==> config.mk <==
export PLATFORM = sky130hd
export DESIGN_NAME = uart_rx_frame_ctrl
export DESIGN_NICKNAME = d
export VERILOG_FILES = /design/src/rtl/uart_rx_frame_ctrl.sv
export SDC_FILE = /design/constraint.sdc
export NUM_CORES = 1
export LEC_CHECK = 0
export ABC_AREA = 1
export CORE_ASPECT_RATIO = 0.7
export CORE_MARGIN = 2
export CORE_UTILIZATION = 40
export DETAILED_ROUTE_END_ITERATION = 12
export SLEW_MARGIN = 20
export SYNTH_ARGS = -nofsm -noshare
export SYNTH_HDL_FRONTEND = slang
export SYNTH_SLANG_ARGS = --single-unit
==> constraint.sdc <==
create_clock -name CLK -period 5.3 [get_ports CLK]
set_input_delay 0.53 -clock CLK [delete_from_list [all_inputs] [get_ports CLK]]
set_output_delay 0.53 -clock CLK [all_outputs]
set_load 0.02 [all_outputs]
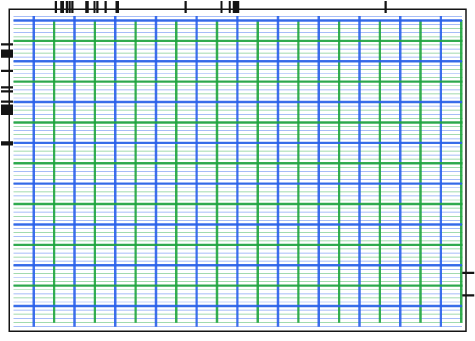
Fig. 1. Power grid (run 1).
Scale: 1.5 px per µm. Pins as bars on the die edge.
legend:
  green:
    net: VDD
  blue:
    net: VSS
met5 straps: 15
rows: 76
chip height: 214 µm
CORE AREA: 61800 µm²
peak supply drop: 317 µV

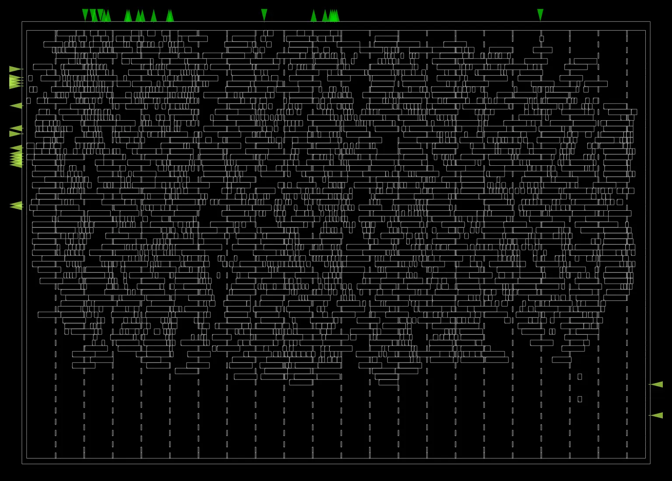
Fig. 2. Cell placement (run 1).
Core Util, Final: 44.7%
num rows: 76
non-filler cells, final: 3114

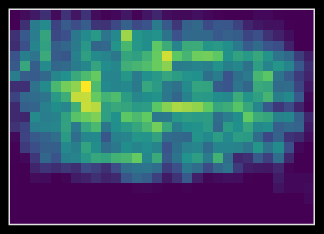
Fig. 3. Wire density map (run 1).
Scale: 1 px per µm. The die is cut into 30 by 21 equal tiles; dark purple is low, yellow is high, scaled to the fullest tile. Values are wire area over tile area, all layers added.
fullest tile: 0.61
tiles over half the peak: 23%
mean over tiles: 0.18
emptiest ninth of the die: bottom right
total track usage: 21.8%
Post-Route WL: 70.5 mm

==> flow_summary.yaml, run 1 <==
# synthesis and place-and-route metrics
critical_path:
  crit_cells: 10
  rrSetupSlack_ns: 1.70
  critical_path_class: "register to primary output"
  cp_slowest_cell: "clkdlybuf4s50_1"
  start_kind: "register"
  crit_fanout: 127
  r2r_cells: 9
  critPathMaxStageDelay_ns: 0.65
  crit_chain: "buf_4, inv_8, nor2_1, o21ai_0, nor2_1, nand2_1, nor2_1, nand3_1, nor3_1, clkdlybuf4s50_1"
  crit_buf_inv: 3
  crit_path_end_kind: "primary output"
  arrival_ns: 3.44
  path_common_cell: "nor2_1"
floorplan:
  num_tap_cells: 819
  floorplan.core_util_pct: 40.7
  pin_count: 39
  fp.dieW_um: 304
  die_area_um2: 64900
cells_and_area:
  seq_share_pct: 60.1
  diodes: 0
  comb_area_um2: 6810
  drive_gt1_share_pct: 9.11
  largest_register_ffs: 512
  fillers: 5732
  signal_buffer_area_fraction_pct: 2.29
  synthToLayoutAreaGrowth_pct: 10.1
  finalNetCount: 2276
  lay_top_count: "edfxtp_1"
  clock_area_share_pct: 5.88
  final_cell_area_um2: 27700
  seqCellArea_um2: 16600
  clockBufferCount: 68
  seq_cell_count: 562
  inverters: 247
  dominant_cells: "registers"
  comb_share_pct: 24.6
  num-multi-input-gates: 1326
power_and_ir_drop:
  comb_power_share_pct: 35.1
  powerDensity_nw_per_um2: 492
  power.switching_mw: 5.15
  seqPwrFrac_pct: 38.0
  share_clk_of_total_power_pct: 27.0
  pg_comb_mw: 4.77
  swShare_pct: 37.9
  p_seq_mw: 5.16
  internal_power_mw: 8.45
sta:
  max_slew.worst_pin.slew_ns: 1.08
  fin_skew_ns: 0.0272
  hold_ws_ns: 0.0612
  max_freq_ghz: 0.252
  setup_violations: 0
  fin_crit_ns: 3.97
  max_slew_margin_pct: 27.9
  fin_crit_sh_pct: 75.0
  report.final.slew_viol_count: 0
  final.setup.tns_ns: 0
  rsz0062_at_grt: "false"
  hold_viol: 0
clocking:
  cts_made_buffers: 52
  cts_setup_buffers: 0
  cts.root.buffer_cell: "clkbuf_16"
  cts.path.max_buffers: 3
  clkSlewWorstSetupHoldPaths_ns: 0.07
  clkLatencyLatePin_ns: 0.60
  cts_max_level: 2
  tritoncts: "yes"
  cts.sink_count: 562
  cts_hold_buffers: 0
  cts_resized: 0
synthesis:
  netlist_area_um2: 25100
  xor_share_pct: 0.762
  synthAoiAreaFrac_pct: 2.73
  synth_top_cell_by_count: "edfxtp_1"
  dominantRegCellSynth: "edfxtp_1"
  yosysTopAreaCellShare_pct: 61.2
  yosys_cells: 2269
  edf_count: 512
  ys_seq_share_pct: 66.2
  syn_avg_cell_area_um2: 11.1
  topCellsByArea: "edfxtp_1, nand3_1, dfrtp_1"
  synthArstFlopShare_pct: 8.90
  synthMuxAreaShare_pct: 0.0448
  synth_chip_area_um2: 25100
  synth_cell_types: 41
  synth.logic.top_family: "simple AND/OR/NAND/NOR gates"
  ys.warnings.count: 0
  yosysTopAreaCell: "edfxtp_1"
  adder_share_pct: 0.428
  common_cells: "edfxtp_1, nand3_1, nand2_1"
  synthesis.nets: 2290
grt:
  grtUsageMet1_pct: 33.5
  busiest_layer: "met1"
  antenna_found_initial: 0
  grt_pass1_vias: 16721
  grt_pass1_wl_mm: 106
  met2_usage_pct: 31.2
  overflow: 0
  grt_use_met3_pct: 5.37
routing:
  drc: 0
  postRouteAntennaNets: 0
  vias: 17378
  met3_length_mm: 8.06
  met1_length_mm: 31.8
  top_layer_used: "met4"
  wire_per_inst_um: 22.6
  wl_met2_mm: 29.4
  drtIter0Drc: 2207
  first_pass_iters: 6
run:
  warnings: 29
  maxCapViolCount: 0
run_status:
  status: "finished clean"
hold_path:
  hold_class: "input port to async pin"
placement:
  place_area_um2: 26000
  pre_cts_slack_ns: 1.39
  place.gp.congestion: 0.877
  detailed_place_hpwl_mm: 42.1
  dp.cells: 3020
  io_buffers: 38
==> inputs of run 2 (changes only) <==
clock period = 3.3 ns   (was 5.3 ns; I/O delays follow)
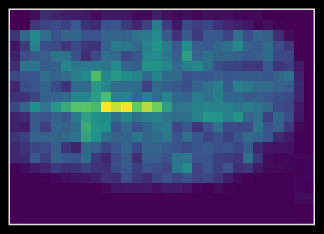
Fig. 4. Wire density map (run 2).
Scale: 1 px per µm. The die is cut into 30 by 21 equal tiles; dark purple is low, yellow is high, scaled to the fullest tile. Values are wire area over tile area, all layers added.
mean over tiles: 0.18
densest ninth of the die: middle
fullest tile: 0.85
emptiest ninth of the die: bottom right
Vias: 17432
Post-Route WL: 68.4 mm

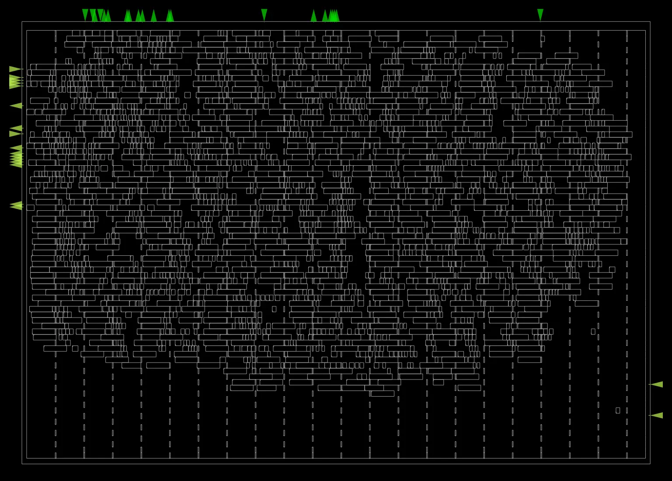
Fig. 5. Cell placement (run 2).
Seq area share: 58.0%
non-filler cells, final: 3221

==> run 2 against run 1 <==
Net effect:
- sequential share of layout area shrank 2.1 points
- via count grew 0.31%
- core utilization grew 1.7 points
- design area grew 3.7%
- largest power group unchanged
- critical endpoint is now out_data[1]
- sequential power grew 61%
==> flow_summary.yaml, run 2 <==
# synthesis and place-and-route metrics
sta:
  fin_crit_ns: 3.05
  report.final.slew_viol_count: 0
  rsz0062_at_grt: "false"
  hold_viol: 0
  final.setup.tns_ns: 0
  setup_violations: 0
  fin_skew_ns: 0.0200
  max_slew.worst_pin.slew_ns: 1.04
  max_freq_ghz: 0.328
  fin_crit_sh_pct: 92.5
  max_slew_margin_pct: 30.6
routing:
  postRouteAntennaNets: 0
  top_layer_used: "met5"
  wire_per_inst_um: 21.2
  wl_met2_mm: 28.8
  drc: 0
grt:
  track_usage_pct: 21.3
  met2_usage_pct: 30.7
  grt_pass1_wl_mm: 104
  grt_pass1_vias: 16888
  grt_use_met3_pct: 4.68
  overflow: 0
  grtUsageMet1_pct: 32.6
  busiest_layer: "met1"
clocking:
  cts_resized: 1
  cts_made_buffers: 53
  cts.sink_count: 562
  cts_setup_buffers: 0
synthesis:
  synthMuxAreaShare_pct: 0.0448
  yosysTopAreaCell: "edfxtp_1"
  syn_avg_cell_area_um2: 11.1
  synthesis.nets: 2290
  ys.warnings.count: 0
  yosysTopAreaCellShare_pct: 61.2
  common_cells: "edfxtp_1, nand3_1, nand2_1"
  synth_cell_types: 41
  topCellsByArea: "edfxtp_1, nand3_1, dfrtp_1"
  synthArstFlopShare_pct: 8.90
  synthAoiAreaFrac_pct: 2.73
  synth.logic.top_family: "simple AND/OR/NAND/NOR gates"
  xor_share_pct: 0.762
  adder_share_pct: 0.428
  ys_seq_share_pct: 66.2
power_and_ir_drop:
  powerDensity_nw_per_um2: 774
  swShare_pct: 36.6
  seqPwrFrac_pct: 37.4
  ir_drop_uv: 628
  internal_power_mw: 14.1
  pg_comb_mw: 7.78
floorplan:
  die_h_um: 214
  fp.dieW_um: 304
  floorplan.core_util_pct: 40.7
  core_region_area_um2: 61800
  die_area_um2: 64900
  pin_count: 39
cells_and_area:
  num-multi-input-gates: 1326
  seqCellArea_um2: 16600
  inverters: 247
  signal_buffer_area_fraction_pct: 5.34
  final_cell_area_um2: 28700
  clockBufferCount: 76
  largest_register_ffs: 512
  lay_top_count: "edfxtp_1"
  fillers: 5667
  finalNetCount: 2377
  comb_area_um2: 6820
  dominant_cells: "registers"
  utilization_pct: 46.4
  diodes: 1
run:
  maxCapViolCount: 0
  warnings: 30
placement:
  detailed_place_hpwl_mm: 42.4
  pre_cts_slack_ns: 0.261
  io_buffers: 38
  dp.cells: 3118
critical_path:
  crit_fanout: 85
  rrSetupSlack_ns: 0.25
  r2r_cells: 18
  path_common_cell: "nand2_1"
  crit_path_end_kind: "register"
  start_kind: "register"
  critical_path_class: "register to register"
  critPathMaxStageDelay_ns: 0.41
  crit_buf_inv: 3
hold_path:
  hold_class: "input port to register"
run_status:
  status: "finished clean"
Power and IR drop assume default switching activity.
